<file path="config.mk">
export PLATFORM = sky130hd
export DESIGN_NAME = vga_pixel_sink_flat
export DESIGN_NICKNAME = d
export VERILOG_FILES = /design/src/rtl/vga_sink_pkg.sv /design/src/rtl/vga_pixel_sink_if.sv /design/src/rtl/vga_sink_cksum.sv /design/src/rtl/vga_pixel_sink.sv /design/src/flat_wrapper.sv
export SDC_FILE = /design/constraint.sdc
export NUM_CORES = 1
export LEC_CHECK = 0
export CAP_MARGIN = 40
export CORE_MARGIN = 4
export CORE_UTILIZATION = 50
export CTS_BUF_LIST = sky130_fd_sc_hd__clkbuf_4
export DETAILED_ROUTE_END_ITERATION = 16
export PLACE_DENSITY_LB_ADDON = 0.2
export SLEW_MARGIN = 20
export SYNTH_ARGS = -nofsm -noshare
export SYNTH_HDL_FRONTEND = slang
export SYNTH_SLANG_ARGS = --single-unit
</file>
<file path="constraint.sdc">
create_clock -name wb_clk_i -period 2.55 [get_ports wb_clk_i]
set_input_delay 0.3825 -clock wb_clk_i [delete_from_list [all_inputs] [get_ports wb_clk_i]]
set_output_delay 0.3825 -clock wb_clk_i [all_outputs]
set_load 0.01 [all_outputs]
</file>
<file path="src/rtl/vga_sink_pkg.sv">
// ============================================================================
//  Module      : vga_sink_pkg
//  Description : Shared types, widths and checksum step for the VGA pixel sink.
//  Revision    : 1.0 - initial release
// ============================================================================
`default_nettype none

package vga_sink_pkg;

    localparam int c_cnt_w   = 12;
    localparam int c_cksum_w = 32;

    typedef enum logic [0:0] {
        ST_SEEK  = 1'b0,
        ST_FRAME = 1'b1
    } sink_state_t;

    // Rotate-left by one, then fold in the 24-bit pixel.
    function automatic logic [c_cksum_w-1:0] cksum_step(input logic [c_cksum_w-1:0] acc,
                                                        input logic [23:0]          rgb);
        return {acc[c_cksum_w-2:0], acc[c_cksum_w-1]} ^ {8'h00, rgb};
    endfunction

    function automatic logic [c_cnt_w-1:0] sat_inc(input logic [c_cnt_w-1:0] cnt);
        return (cnt == {c_cnt_w{1'b1}}) ? cnt : cnt + 1'b1;
    endfunction

endpackage

`default_nettype wire

</file>
<file path="src/rtl/vga_pixel_sink_if.sv">
// ============================================================================
//  Module      : vga_pixel_sink_if
//  Description : Pixel-pad bundle (strobe, syncs, blank, RGB) into the sink.
//  Revision    : 1.0 - initial release
// ============================================================================
`default_nettype none

interface vga_pixel_sink_if;
    logic       pix_en_i;
    logic       hsync_pad_i;
    logic       vsync_pad_i;
    logic       blank_pad_i;
    logic [7:0] r_pad_i;
    logic [7:0] g_pad_i;
    logic [7:0] b_pad_i;

    modport master (output pix_en_i, hsync_pad_i, vsync_pad_i, blank_pad_i,
                           r_pad_i, g_pad_i, b_pad_i);
    modport slave  (input  pix_en_i, hsync_pad_i, vsync_pad_i, blank_pad_i,
                           r_pad_i, g_pad_i, b_pad_i);
endinterface

`default_nettype wire

</file>
<file path="src/rtl/vga_sink_cksum.sv">
// ============================================================================
//  Module      : vga_sink_cksum
//  Description : Per-frame rotate/XOR checksum accumulator over active pixels.
//  Revision    : 1.0 - initial release
// ============================================================================
`default_nettype none

module vga_sink_cksum
    import vga_sink_pkg::*;
(
    input  wire logic                 clk,
    input  wire logic                 rst,
    input  wire logic                 i_en,
    input  wire logic                 i_clr,
    input  wire logic [23:0]          i_rgb,
    output      logic [c_cksum_w-1:0] o_acc
);

    logic [c_cksum_w-1:0] r_acc;

    always_ff @(posedge clk) begin
        if (rst || i_clr) begin
            r_acc <= '0;
        end else if (i_en) begin
            r_acc <= cksum_step(r_acc, i_rgb);
        end
    end

    assign o_acc = r_acc;

endmodule

`default_nettype wire

</file>
<file path="src/rtl/vga_pixel_sink.sv">
// ============================================================================
//  Module      : vga_pixel_sink
//  Description : Locks to vsync, measures frame geometry and checksums pixels.
//  Revision    : 1.0 - initial release
// ============================================================================
`default_nettype none

module vga_pixel_sink
    import vga_sink_pkg::*;
#(
    parameter logic HSYNC_POL  = 1'b0,
    parameter logic VSYNC_POL  = 1'b0,
    parameter logic BLANK_POL  = 1'b0,
    parameter int   EXP_WIDTH  = 640,
    parameter int   EXP_HEIGHT = 480
)(
    input  wire logic                 wb_clk_i,
    input  wire logic                 wb_rst_i,
    vga_pixel_sink_if.slave           pix,
    output      logic                 frame_done_o,
    output      logic [c_cksum_w-1:0] frame_cksum_o,
    output      logic [c_cnt_w-1:0]   frame_width_o,
    output      logic [c_cnt_w-1:0]   frame_height_o,
    output      logic [c_cnt_w-1:0]   frame_hsyncs_o,
    output      logic [15:0]          frame_cnt_o,
    output      logic                 locked_o,
    output      logic                 err_width_o,
    output      logic                 err_height_o
);

    localparam logic [c_cnt_w-1:0] c_exp_w = EXP_WIDTH[c_cnt_w-1:0];
    localparam logic [c_cnt_w-1:0] c_exp_h = EXP_HEIGHT[c_cnt_w-1:0];

    sink_state_t r_state, w_state_nx;

    logic                 r_hs_prev, r_vs_prev;
    logic [c_cnt_w-1:0]   r_line_cnt, r_lines, r_width, r_hsyncs;
    logic                 r_width_set;
    logic                 r_done, r_err_w, r_err_h;
    logic [c_cksum_w-1:0] r_f_cksum;
    logic [c_cnt_w-1:0]   r_f_width, r_f_height, r_f_hsyncs;
    logic [15:0]          r_f_cnt;

    logic                 w_smp, w_act, w_hs, w_vs, w_hs_edge, w_vs_edge, w_in_frame;
    logic                 w_close, w_pix, w_line_err, w_frame_close;
    logic [c_cnt_w-1:0]   w_lines_nx, w_width_nx, w_hsyncs_nx;
    logic [c_cksum_w-1:0] w_acc;

    assign w_smp      = pix.pix_en_i;
    assign w_act      = (pix.blank_pad_i != BLANK_POL);
    assign w_hs       = (pix.hsync_pad_i == HSYNC_POL);
    assign w_vs       = (pix.vsync_pad_i == VSYNC_POL);
    assign w_hs_edge  = w_smp && w_hs && !r_hs_prev;
    assign w_vs_edge  = w_smp && w_vs && !r_vs_prev;
    assign w_in_frame = (r_state == ST_FRAME);

    // A vsync-edge sample only closes the open line; its own pixel is not accumulated.
    assign w_close       = w_in_frame && w_smp && (r_line_cnt != '0) && (!w_act || w_vs_edge);
    assign w_pix         = w_in_frame && w_smp && w_act && !w_vs_edge;
    assign w_line_err    = w_close && r_width_set && (r_line_cnt != r_width);
    assign w_frame_close = w_in_frame && w_vs_edge;

    assign w_lines_nx  = w_close ? sat_inc(r_lines) : r_lines;
    assign w_width_nx  = (w_close && !r_width_set) ? r_line_cnt : r_width;
    assign w_hsyncs_nx = (w_in_frame && w_hs_edge) ? sat_inc(r_hsyncs) : r_hsyncs;

    always_ff @(posedge wb_clk_i) begin
        if (wb_rst_i) begin
            r_state <= ST_SEEK;
        end else begin
            r_state <= w_state_nx;
        end
    end

    always_comb begin
        w_state_nx = r_state;
        if (w_vs_edge) begin
            w_state_nx = ST_FRAME;
        end
    end

    always_ff @(posedge wb_clk_i) begin
        if (wb_rst_i) begin
            r_hs_prev   <= 1'b0;
            r_vs_prev   <= 1'b0;
            r_line_cnt  <= '0;
            r_lines     <= '0;
            r_width     <= '0;
            r_width_set <= 1'b0;
            r_hsyncs    <= '0;
            r_done      <= 1'b0;
            r_err_w     <= 1'b0;
            r_err_h     <= 1'b0;
            r_f_cksum   <= '0;
            r_f_width   <= '0;
            r_f_height  <= '0;
            r_f_hsyncs  <= '0;
            r_f_cnt     <= '0;
        end else begin
            r_done <= w_frame_close;
            if (w_smp) begin
                r_hs_prev <= w_hs;
                r_vs_prev <= w_vs;
                if (w_vs_edge) begin
                    r_line_cnt  <= '0;
                    r_lines     <= '0;
                    r_width     <= '0;
                    r_width_set <= 1'b0;
                    r_hsyncs    <= '0;
                end else if (w_in_frame) begin
                    if (w_close) begin
                        r_line_cnt <= '0;
                    end else if (w_pix) begin
                        r_line_cnt <= sat_inc(r_line_cnt);
                    end
                    r_lines     <= w_lines_nx;
                    r_width     <= w_width_nx;
                    r_width_set <= r_width_set || w_close;
                    r_hsyncs    <= w_hsyncs_nx;
                end
                if (w_frame_close) begin
                    r_f_cksum  <= w_acc;
                    r_f_width  <= w_width_nx;
                    r_f_height <= w_lines_nx;
                    r_f_hsyncs <= w_hsyncs_nx;
                    r_f_cnt    <= r_f_cnt + 16'd1;
                    r_err_w    <= r_err_w || w_line_err || (w_width_nx != c_exp_w);
                    r_err_h    <= r_err_h || (w_lines_nx != c_exp_h);
                end else if (w_line_err) begin
                    r_err_w    <= 1'b1;
                end
            end
        end
    end

    vga_sink_cksum u_cksum (
        .clk   (wb_clk_i),
        .rst   (wb_rst_i),
        .i_en  (w_pix),
        .i_clr (w_vs_edge),
        .i_rgb ({pix.r_pad_i, pix.g_pad_i, pix.b_pad_i}),
        .o_acc (w_acc)
    );

    assign frame_done_o   = r_done;
    assign frame_cksum_o  = r_f_cksum;
    assign frame_width_o  = r_f_width;
    assign frame_height_o = r_f_height;
    assign frame_hsyncs_o = r_f_hsyncs;
    assign frame_cnt_o    = r_f_cnt;
    assign locked_o       = w_in_frame;
    assign err_width_o    = r_err_w;
    assign err_height_o   = r_err_h;

endmodule

`default_nettype wire

</file>
<file path="src/flat_wrapper.sv">
// flat-port wrapper written by rule: the top's interface ports become plain ports
module vga_pixel_sink_flat import vga_sink_pkg::*;
#(
    parameter logic HSYNC_POL  = 1'b0,
    parameter logic VSYNC_POL  = 1'b0,
    parameter logic BLANK_POL  = 1'b0,
    parameter int   EXP_WIDTH  = 640,
    parameter int   EXP_HEIGHT = 480
)
  (wb_clk_i, wb_rst_i, frame_done_o, frame_cksum_o, frame_width_o, frame_height_o, frame_hsyncs_o, frame_cnt_o, locked_o, err_width_o, err_height_o, pix_pix_en_i, pix_hsync_pad_i, pix_vsync_pad_i, pix_blank_pad_i, pix_r_pad_i, pix_g_pad_i, pix_b_pad_i);
  vga_pixel_sink_if pix_i ();
  input  wire logic wb_clk_i;
  input  wire logic wb_rst_i;
  output      logic frame_done_o;
  output      logic [c_cksum_w-1:0] frame_cksum_o;
  output      logic [c_cnt_w-1:0] frame_width_o;
  output      logic [c_cnt_w-1:0] frame_height_o;
  output      logic [c_cnt_w-1:0] frame_hsyncs_o;
  output      logic [15:0] frame_cnt_o;
  output      logic locked_o;
  output      logic err_width_o;
  output      logic err_height_o;
  input wire logic [$bits(pix_i.pix_en_i)-1:0] pix_pix_en_i;
  input wire logic [$bits(pix_i.hsync_pad_i)-1:0] pix_hsync_pad_i;
  input wire logic [$bits(pix_i.vsync_pad_i)-1:0] pix_vsync_pad_i;
  input wire logic [$bits(pix_i.blank_pad_i)-1:0] pix_blank_pad_i;
  input wire logic [$bits(pix_i.r_pad_i)-1:0] pix_r_pad_i;
  input wire logic [$bits(pix_i.g_pad_i)-1:0] pix_g_pad_i;
  input wire logic [$bits(pix_i.b_pad_i)-1:0] pix_b_pad_i;
  assign pix_i.pix_en_i = pix_pix_en_i;
  assign pix_i.hsync_pad_i = pix_hsync_pad_i;
  assign pix_i.vsync_pad_i = pix_vsync_pad_i;
  assign pix_i.blank_pad_i = pix_blank_pad_i;
  assign pix_i.r_pad_i = pix_r_pad_i;
  assign pix_i.g_pad_i = pix_g_pad_i;
  assign pix_i.b_pad_i = pix_b_pad_i;
  vga_pixel_sink #(.HSYNC_POL(HSYNC_POL), .VSYNC_POL(VSYNC_POL), .BLANK_POL(BLANK_POL), .EXP_WIDTH(EXP_WIDTH), .EXP_HEIGHT(EXP_HEIGHT)) u_core (.wb_clk_i(wb_clk_i), .wb_rst_i(wb_rst_i), .pix(pix_i), .frame_done_o(frame_done_o), .frame_cksum_o(frame_cksum_o), .frame_width_o(frame_width_o), .frame_height_o(frame_height_o), .frame_hsyncs_o(frame_hsyncs_o), .frame_cnt_o(frame_cnt_o), .locked_o(locked_o), .err_width_o(err_width_o), .err_height_o(err_height_o));
endmodule
</file>
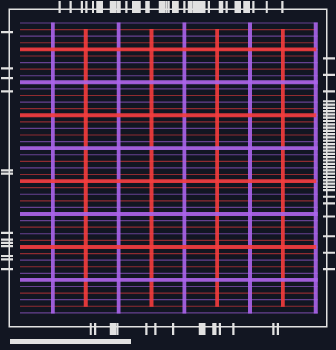
*Floorplan with the power grid, run 1*
Scale bar: 50 um. Pins as bars on the die edge.
| color | net |
|---|---|
| red | VDD |
| purple | VSS |
rows: 44
met1 rails: 45
met5 straps: 8
met4 straps: 9
signal pins: 118
Core Area: 14640 sq um
Peak VDD IR: 0.3284 mV
chip height: 130.5 um
Die X: 130.5 um

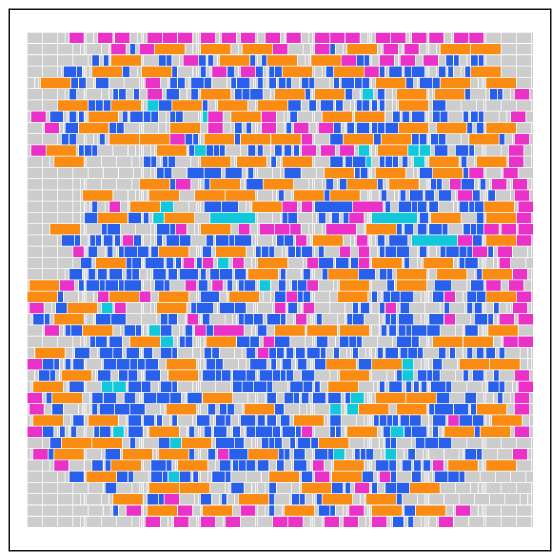
*Placement by cell class, run 1*
Fill, decap, tap and diode cells in gray.
| color | class | cells |
|---|---|---|
| cyan | clock drivers and dummy loads | 32 |
| blue | remaining logic cells | 644 |
| magenta | remaining buffers and delay cells | 161 |
| orange | sequential cells | 171 |

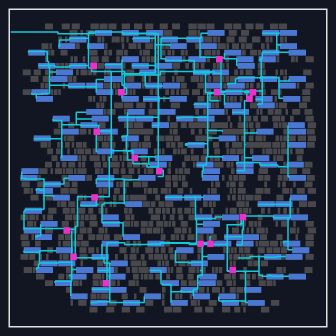
*Clock wires, drivers and flops, run 1*
[magenta] clock-net drivers | count: 17
[blue] flip-flops | count: 171
[cyan] clock wires | length: 1910 um
routed clock nets: 18
flops lie: widely spread
final setup skew: 17.50 ps
worst skew pair latency: 570 ps
P_clk: 1.65 mW

==> out/metrics.cfg, run 1 <==
[clocking]
cts.repair.resized = 0
cts_hold_buffers = 0
cts_buffers = 17
root_buffer = clkbuf_4
cts_tree = done
htreeDepth = 4
clk_pin_slew_ps = 140
cts_setup_buffers = 0

[routing]
first_iter_violations = 456
wl_per_cell_um = 15.15
dr.pass1.iters = 4
wl_um = 18080
drcViolationCount = 0
via_per_inst = 5.528
vias = 6595
ant_nets = 0

[logic_synthesis]
yosysTopAreaCell = dfxtp_1
ys_seq_frac = 0.4562
ys_cells = 884
yosys-top-cells-count = dfxtp_1 (171), nand2_1 (112), nor2_1 (106), a21oi_1 (77), clkbuf_1 (50)
synth.yosys.warnings = 0
top_cell_area_share = 0.4562
synthTopCellsByArea = dfxtp_1 (46%), nand2_1 (5.6%), nor2_1 (5.3%), a21oi_1 (5.1%), xnor2_1 (4.9%)
yosys.cell_count.top_type = dfxtp_1
ff_type = dfxtp_1
syn-cell-area_sq_um = 7503
synthArstFlopShare = 0
syn_avg_cell_area_sq_um = 8.488
synth-edff-count = 0
synth.distinct_cells = 59
synth_cells = 884
ys_chip_area_sq_um = 7503

[flow_run]
warnings = 27
cap_violations = 0

[global_route]
use_met3 = 0.04431
antenna_found_initial = 1
gr-usage-met1 = 0.2829
use_met2 = 0.3383
grt_usage = 0.2098
grt_pass1_wl_um = 29100
busiest_layer = met2
grt_overflow = 0

[placement]
place.port_buffers = 117
hpwlAfterDp_um = 12350
place_inst = 1160

[layout]
seq_area_sq_um = 3423
fillCellCount = 1303
nonClockBufferCount = 161
seq_cell_count = 171
fin_nets = 1030
nClkBuffers = 18
largest_class = logic gates
diodes = 1
fin_cells = 1193
clock_area_frac = 0.03293
seq_share = 0.3677
nNonClkInverters = 8
logic_area_sq_um = 3781
syn2layout_area_growth_pct = 24.08
comb-cell-share = 0.4061
multi_input_comb_cells = 636

[power_and_ir_drop]
power.density_nw_per_um2 = 506.6
p_leak_nw = 3.190

[sta]
rsz0062_at_grt = false
finalSetupViolCount = 0
tightest_slew_ps = 480.6
drv_slew = 0
fin_tns_setup_ps = 0
min_period_over_period = 0.9725
slew_headroom = 0.6796

[run_status]
status = completed

[min_path]
hold_class = input port to flop

[critical_path]
arrival_ps = 2940
cp.required_ps = 3010
cp_max_fo = 11
cp-end-kind = flop
critPathKind = flop to flop

[floorplanning]
num_rows = 44

[run 1: registers in the layout, summed over array words and instances (netlist names), 12 cells and up]
register	cells
u_core.r_line_cnt	12
u_core.frame_cksum_o	32
u_core.r_hsyncs	12
u_core.r_lines	12
u_core.u_cksum.o_acc	32
u_core.frame_height_o	12
u_core.frame_hsyncs_o	12
u_core.frame_cnt_o	16
u_core.r_width	12
u_core.frame_width_o	12
[run 1: power breakdown]
| group | switching, mW | total [mW] | internal (mW) |
|---|---|---|---|
| Clock | 0.958 | 1.65 | 0.693 |
| Sequential | 0.0277 | 2.73 | 2.70 |
| Combinational | 0.180 | 0.335 | 0.155 |
| Total | 1.17 | 4.72 | 3.55 |
[run 1: layout by cell type (no fill, tap or decap), drive strengths merged, types with 3 or more instances in the layout]
cell type	instances
clkinvlp	4
xor2	31
a211oi	27
clkinv	5
nor4	8
a22oi	20
nor2	106
a31oi	5
dfxtp	171
clkdlybuf4s50	116
o21a	5
a2bb2oi	7
mux2i	18
nor4b	3
o221a	8
a21oi	77
buf	45
nor3	15
inv	10
ha	5
o21ai	45
bufinv	3
xnor2	42
and2	4
and4	5
or4	3
nor2b	6
nand2	112
or3	7
nand3	18
and3	10
clkbuf	18
nand4	22
[run 1: critical path, cell delays in order, from the launching register on]
cell       delay [ps]
dfxtp_1           340
or4_4             560
or4_4             570
and3_4            220
a2111oi_0         440
o211a_1           200
a31oi_1            60
[run 1: layer usage]
metal / vias up / part of all wire
met1: 3110 / 0.47
met5: - / 0
met2: 161 / 0.47
met3: 18 / 0.046
met4: 0 / 0.013
li1: 3306 / -
[run 1: logic make-up after synthesis]
| kind of cell | count (synthesis) | synth area share |
|---|---|---|
| AND-OR/OR-AND | 208 | 0.1748 |
| adder cells (fa/ha/maj) | 5 | 0.008338 |
| buffers and inverters | 77 | 0.04369 |
| multiplexers | 19 | 0.02551 |
| flip-flops | 171 | 0.4562 |
| XOR/XNOR | 73 | 0.08521 |
| AND/OR/NAND/NOR | 331 | 0.2063 |
[run 1: metrics by stage]
step | setup WS [ps] | utilization | total power, mW | cell area (sq um) | hold slack, ps
6_report | 70.13 | 0.6358 | 4.717 | 9310 | 160.6
5_1_grt | 9.629 | 0.6358 | 4.891 | 9310 | 138.2
4_1_cts | 55.10 | 0.6356 | 4.762 | 9308 | 116.2
3_5_place_dp | 18.08 | 0.6147 | 3.123 | 9001 | 446.4
3_3_place_gp | 60.46 | 0.6147 | 3.120 | 9001 | 442.0
2_1_floorplan | 186.5 | - | 2.967 | 7503 | 441.9
[run 1: worst paths after layout]
check	startpoint	to	slack, ps	cells past startpoint
worst max-delay path	u_core.r_line_cnt[5]$_SDFFE_PP0P_	u_core.err_height_o$_SDFFE_PP0P_	70	6
worst min-delay path	wb_rst_i	u_core.frame_cnt_o[11]$_SDFFE_PP0P_	160	2
worst max register to register	u_core.r_line_cnt[5]$_SDFFE_PP0P_	u_core.err_height_o$_SDFFE_PP0P_	70	6
worst min register to register	u_core.frame_cksum_o[7]$_SDFFE_PP0P_	u_core.frame_cksum_o[7]$_SDFFE_PP0P_	460	2
==> inputs of run 2 (changes only) <==
--- a/config.mk
+++ b/config.mk
@@ -7,7 +7,7 @@
 export LEC_CHECK = 0
 export CAP_MARGIN = 40
 export CORE_MARGIN = 4
-export CORE_UTILIZATION = 50
+export CORE_UTILIZATION = 40
 export CTS_BUF_LIST = sky130_fd_sc_hd__clkbuf_4
 export DETAILED_ROUTE_END_ITERATION = 16
 export PLACE_DENSITY_LB_ADDON = 0.2
==> run 2 against run 1 <==
Synthesized cell count stayed put. Sequential cell count stayed put. Via count is 2.0% lower. First-iteration DRC count is 18% lower. Final cell count is 4.1% higher. Critical path type unchanged. Critical endpoint unchanged. Largest power group unchanged.
==> out/metrics.cfg, run 2 <==
[run_status]
status = completed

[sta]
finalSetupViolCount = 0
rsz0062_at_grt = false
fin_tns_setup_ps = 0
hold_slack_ps = 383.9
slew_headroom = 0.6453
drv_slew = 0

[critical_path]
cp_top_family = simple AND/OR/NAND/NOR gates
arrival_ps = 2880
crit_buf_inv = 0
cp_max_fo = 9
crit_chain = or4_1, or4_4, and3_4, or3_1, a211oi_2, a31oi_1

[flow_run]
warnings = 27
cap_violations = 0

[global_route]
antenna_found_initial = 1
grt_overflow = 0
grt_pass1_wl_um = 31060

[power_and_ir_drop]
power.density_nw_per_um2 = 494.4
p_sw_mw = 1.176
ir_worst_vdd_mv = 0.2211
p_leak_nw = 3.231

[placement]
place.port_buffers = 117
placed_area_sq_um = 9120
place_inst = 1209

[layout]
fin_area_sq_um = 9418
final_cell_mix = dfxtp_1 (171), clkdlybuf4s50_1 (116), nand2_1 (112)
fin_nets = 1035

[logic_synthesis]
synth.distinct_cells = 59
syn_avg_cell_area_sq_um = 8.488

[floorplanning]
dieHeight_um = 145.0
num_rows = 49

[routing]
via_per_inst = 5.205
vias = 6465

[clocking]
htreeDepth = 4
cts_tree = done
cts_buffers = 17

[run 2: worst register-to-register path, delay by kind of cell (launching register included)]
kind	cells	cell delay [ps]
AND/OR/NAND/NOR	4	1670
AND-OR/OR-AND	2	320
flip-flops	1	330
[run 2: final cells by class]
type                    count  area [sq um]  area share
multi-input cells         636          3787      0.4022
flip-flops and latches    171          3423      0.3635
repair buffers            166          1609      0.1709
well taps                 229         286.5     0.03042
clock buffers              19         142.6     0.01515
clock inverters            12         136.4     0.01448
inverters                   8         30.03    0.003189
diodes                      1         2.502   0.0002657
[run 2: power groups by stage]
| stage | combinational, mW | sequential (mW) | clock, mW |
|---|---|---|---|
| finish | 0.346 | 2.73 | 1.58 |
| global route | 0.377 | 2.73 | 1.75 |
| CTS | 0.349 | 2.73 | 1.65 |
| detailed placement | 0.347 | 2.79 | 0 |
| global placement | 0.339 | 2.79 | 0 |
| floorplan | 0.180 | 2.79 | 0 |
[run 2: path summary, 6_finish.rpt]
kind                                            to  slack, ps                                   from  cells after the start
min reg2reg  u_core.frame_cksum_o[24]$_SDFFE_PP0P_        460  u_core.frame_cksum_o[24]$_SDFFE_PP0P_                      2
max               u_core.err_height_o$_SDFFE_PP0P_        110     u_core.r_line_cnt[11]$_SDFFE_PP0P_                      6
max reg2reg       u_core.err_height_o$_SDFFE_PP0P_        110     u_core.r_line_cnt[11]$_SDFFE_PP0P_                      6
min                  u_core.r_hs_prev$_SDFFE_PP0P_        380                        pix_hsync_pad_i                      2
[run 2: per-stage QoR]
step | power (mW) | util
2_1_floorplan | 2.967 | -
3_3_place_gp | 3.126 | 0.4989
3_5_place_dp | 3.135 | 0.5009
4_1_cts | 4.725 | 0.5167
5_1_grt | 4.864 | 0.5172
6_report | 4.656 | 0.5172
[run 2: kinds of logic after synthesis]
group | count (synthesis) | share of synthesized area
adder cells (fa/ha/maj) | 5 | 0.008338
XOR/XNOR | 73 | 0.08521
AND-OR/OR-AND | 208 | 0.1748
AND/OR/NAND/NOR | 331 | 0.2063
buffers and inverters | 77 | 0.04369
flip-flops | 171 | 0.4562
multiplexers | 19 | 0.02551
[run 2: layer usage]
| metal | up-vias | wire, um | global-route usage |
|---|---|---|---|
| met5 | - | 0 | 0 |
| met4 | 0 | 94 | 0.04418 |
| li1 | 3326 | - | - |
| met2 | 101 | 8901 | 0.2864 |
| met3 | 7 | 613 | 0.03898 |
| met1 | 3031 | 9096 | 0.2390 |
[run 2: timing repair]
| item | CTS | global route |
|---|---|---|
| hold endpoints to repair | 1 | 0 |
| hold buffers | 1 | 0 |
| setup buffers | 0 | 0 |
| resized | 0 | 2 |
| setup endpoints to repair | 0 | 1 |
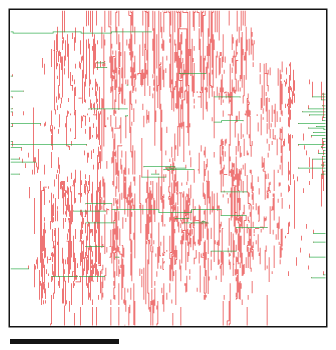
*Routed metal, one color a layer, run 2*
Scale bar: 50 um. Two of the layers only.
| color | layer | wire length |
|---|---|---|
| red | M2 | 8900 um |
| green | M3 | 613 um |
final WL: 18710 um
Total GRT Usage: 0.1759
routed len/inst: 15.06 um

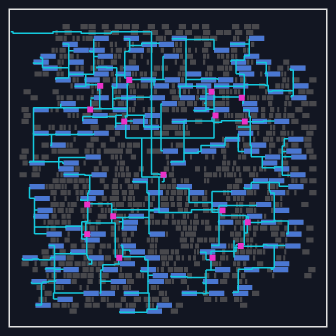
*Clock wires, drivers and flops, run 2*
[blue] flip-flops | count: 171
[magenta] clock-net drivers | count: 17
[cyan] clock wires | length: 2060 um
flops lie: widely spread
routed clock nets: 18

==> inputs of run 3 (changes only) <==
--- a/config.mk
+++ b/config.mk
@@ -10,7 +10,6 @@
 export CORE_UTILIZATION = 40
 export CTS_BUF_LIST = sky130_fd_sc_hd__clkbuf_4
 export DETAILED_ROUTE_END_ITERATION = 16
-export PLACE_DENSITY_LB_ADDON = 0.2
 export SLEW_MARGIN = 20
 export SYNTH_ARGS = -nofsm -noshare
 export SYNTH_HDL_FRONTEND = slang
==> run 3 against run 2 <==
Routed wire length grew 1.1%. Largest power group unchanged. Total power grew 1.7%. Maximum frequency grew 0.17%. First-iteration DRC count shrank 4.6%. Final cell count shrank 0.16%. Critical endpoint unchanged. Sequential cell count is the same. Count of clock-buffer cells in the layout shrank 2. Clock power grew 5%. Utilization shrank 0.16 points. Final area shrank 0.32%. Synthesized area is the same.
==> out/metrics.cfg, run 3 <==
[logic_synthesis]
synthArstFlopShare = 0
adder_share = 0.008338
yosys-top-cells-count = dfxtp_1 (171), nand2_1 (112), nor2_1 (106), a21oi_1 (77), clkbuf_1 (50)
synth.distinct_cells = 59
yosys.area_share.simple = 0.2063
xor_share = 0.08521
ys_sh_aoi = 0.1748

[layout]
fin_area_sq_um = 9388
logic_area_sq_um = 3795
syn2layout_area_growth_pct = 25.11
final_cell_mix = dfxtp_1 (171), clkdlybuf4s50_1 (116), nand2_1 (112)
fin_nets = 1032

[clocking]
clkLatencyLatePin_ps = 570
clk_pin_slew_ps = 150
cts_buffers = 17

[power_and_ir_drop]
comb_power_share = 0.073
p_sw_frac = 0.2515
power.density_nw_per_um2 = 504.1
power_frac_seq = 0.576
p_leak_nw = 3.204

[flow_run]
cap_violations = 0

[routing]
dr.pass1.iters = 5

[sta]
finalSetupViolCount = 0
rsz0062_at_grt = false
tightest_slew_ps = 531.2
drv_slew = 0

[global_route]
grt_usage = 0.1771

[placement]
placed_area_sq_um = 9072

[min_path]
hold-path-cell-count = 3
hold_class = input port to flop

[critical_path]
arrival_ps = 2900
crit_chain = or4_4, or4_4, and3_4, or3_1, a211oi_2, a31oi_1
cp_top_family = simple AND/OR/NAND/NOR gates
cp_slowest_cell = or4_4

[run_status]
status = completed

## run 3: cell counts after synthesis
No cell type changed its count.
## run 3: worst max path at each step
| stage | slack (ps) | cells past startpoint | start | endpoint |
|---|---|---|---|---|
| after floorplan | 190 | 7 | u_core.r_line_cnt[5]$_SDFFE_PP0P_ | u_core.err_height_o$_SDFFE_PP0P_ |
| after global placement | -80 | 7 | pix_hsync_pad_i | u_core.r_hsyncs[10]$_SDFFE_PP0P_ |
| after detailed placement | -110 | 7 | pix_hsync_pad_i | u_core.r_hsyncs[10]$_SDFFE_PP0P_ |
| after CTS | 50 | 6 | u_core.r_line_cnt[11]$_SDFFE_PP0P_ | u_core.err_height_o$_SDFFE_PP0P_ |
| after global routing | 20 | 6 | u_core.r_line_cnt[5]$_SDFFE_PP0P_ | u_core.err_height_o$_SDFFE_PP0P_ |
| final | 110 | 6 | u_core.r_line_cnt[5]$_SDFFE_PP0P_ | u_core.err_height_o$_SDFFE_PP0P_ |
## run 3: routing by layer
metal | vias up | track usage | part of all wire | wire [um]
met5 | - | 0 | 0 | 0
met4 | 0 | 0.05273 | 0.015 | 291
met3 | 18 | 0.04241 | 0.032 | 611
met2 | 114 | 0.2939 | 0.48 | 9004
met1 | 3020 | 0.2306 | 0.48 | 8997
li1 | 3314 | - | - | -
## run 3: what timing repair did
action                                  4_1_cts  5_1_grt
endpoints found under the hold margin         0        0
endpoints found under the setup margin        0        7
hold buffers                                  0        0
gates resized                                 0        4
## run 3: worst register-to-register path, delay by kind of cell, from the launching register on
kind | cells | cell delay [ps]
and+or+nand+nor | 4 | 1700
DFF | 1 | 330
AOI/OAI and AO/OA | 2 | 300
## run 3: final cells by class
type                    count  area share
repair buffers            163      0.1653
multi-input cells         636      0.4042
well taps                 229     0.03052
diodes                      2   0.0005331
clock buffers              17     0.01359
inverters                   8    0.003199
flip-flops and latches    171      0.3647
clock inverters            14     0.01799
## run 3: power groups by stage
stage | logic, mW | clock network [mW] | registers [mW]
4_1_cts | 0.348 | 1.72 | 2.73
5_1_grt | 0.378 | 1.82 | 2.73
2_1_floorplan | 0.180 | 0 | 2.79
3_5_place_dp | 0.347 | 0 | 2.78
3_3_place_gp | 0.343 | 0 | 2.78
6_report | 0.346 | 1.66 | 2.73
## run 3: stage by stage
step / util / setup WS (ps) / total power [mW] / hold slack (ps)
5_1_grt: 0.5156 / 19.10 / 4.925 / 340.0
3_5_place_dp: 0.4982 / -111.8 / 3.132 / 446.1
2_1_floorplan: - / 186.5 / 2.967 / 441.9
6_report: 0.5156 / 111.5 / 4.733 / 373.0
3_3_place_gp: 0.4978 / -81.16 / 3.127 / 442.0
4_1_cts: 0.5145 / 54.77 / 4.790 / 323.1
## run 3: cells by family (layout without fill, tap and decap cells)
| group | Yosys count | in the layout |
|---|---|---|
| adder cells (fa/ha/maj) | 5 | 5 |
| flip-flops | 171 | 171 |
| AND/OR/NAND/NOR | 331 | 331 |
| buffers and inverters | 77 | 202 |
| multiplexers | 19 | 19 |
| other | 0 | 2 |
| AND-OR/OR-AND | 208 | 208 |
| XOR/XNOR | 73 | 73 |
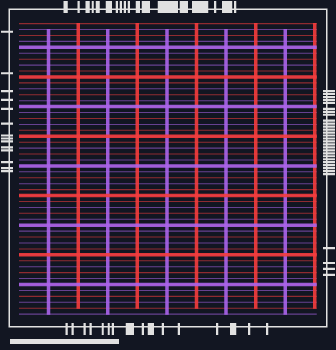
*Floorplan with the power grid, run 3*
Scale bar: 50 um. Pins as bars on the die edge.
| color | net |
|---|---|
| red | VDD |
| purple | VSS |
met5 straps: 9
signal pins: 118
met4 straps: 10
met1 rails: 50
rows: 49
Peak VDD IR: 0.2519 mV
Core Area: 18210 sq um
chip height: 145.0 um
Die X: 145.0 um

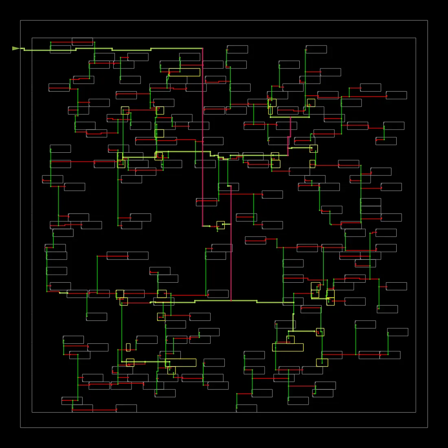
*Clock nets, run 3*
final setup skew: 23.83 ps
count of flip-flops and latches: 171

Power figures rest on the tool's default switching activity, not on a simulated workload.
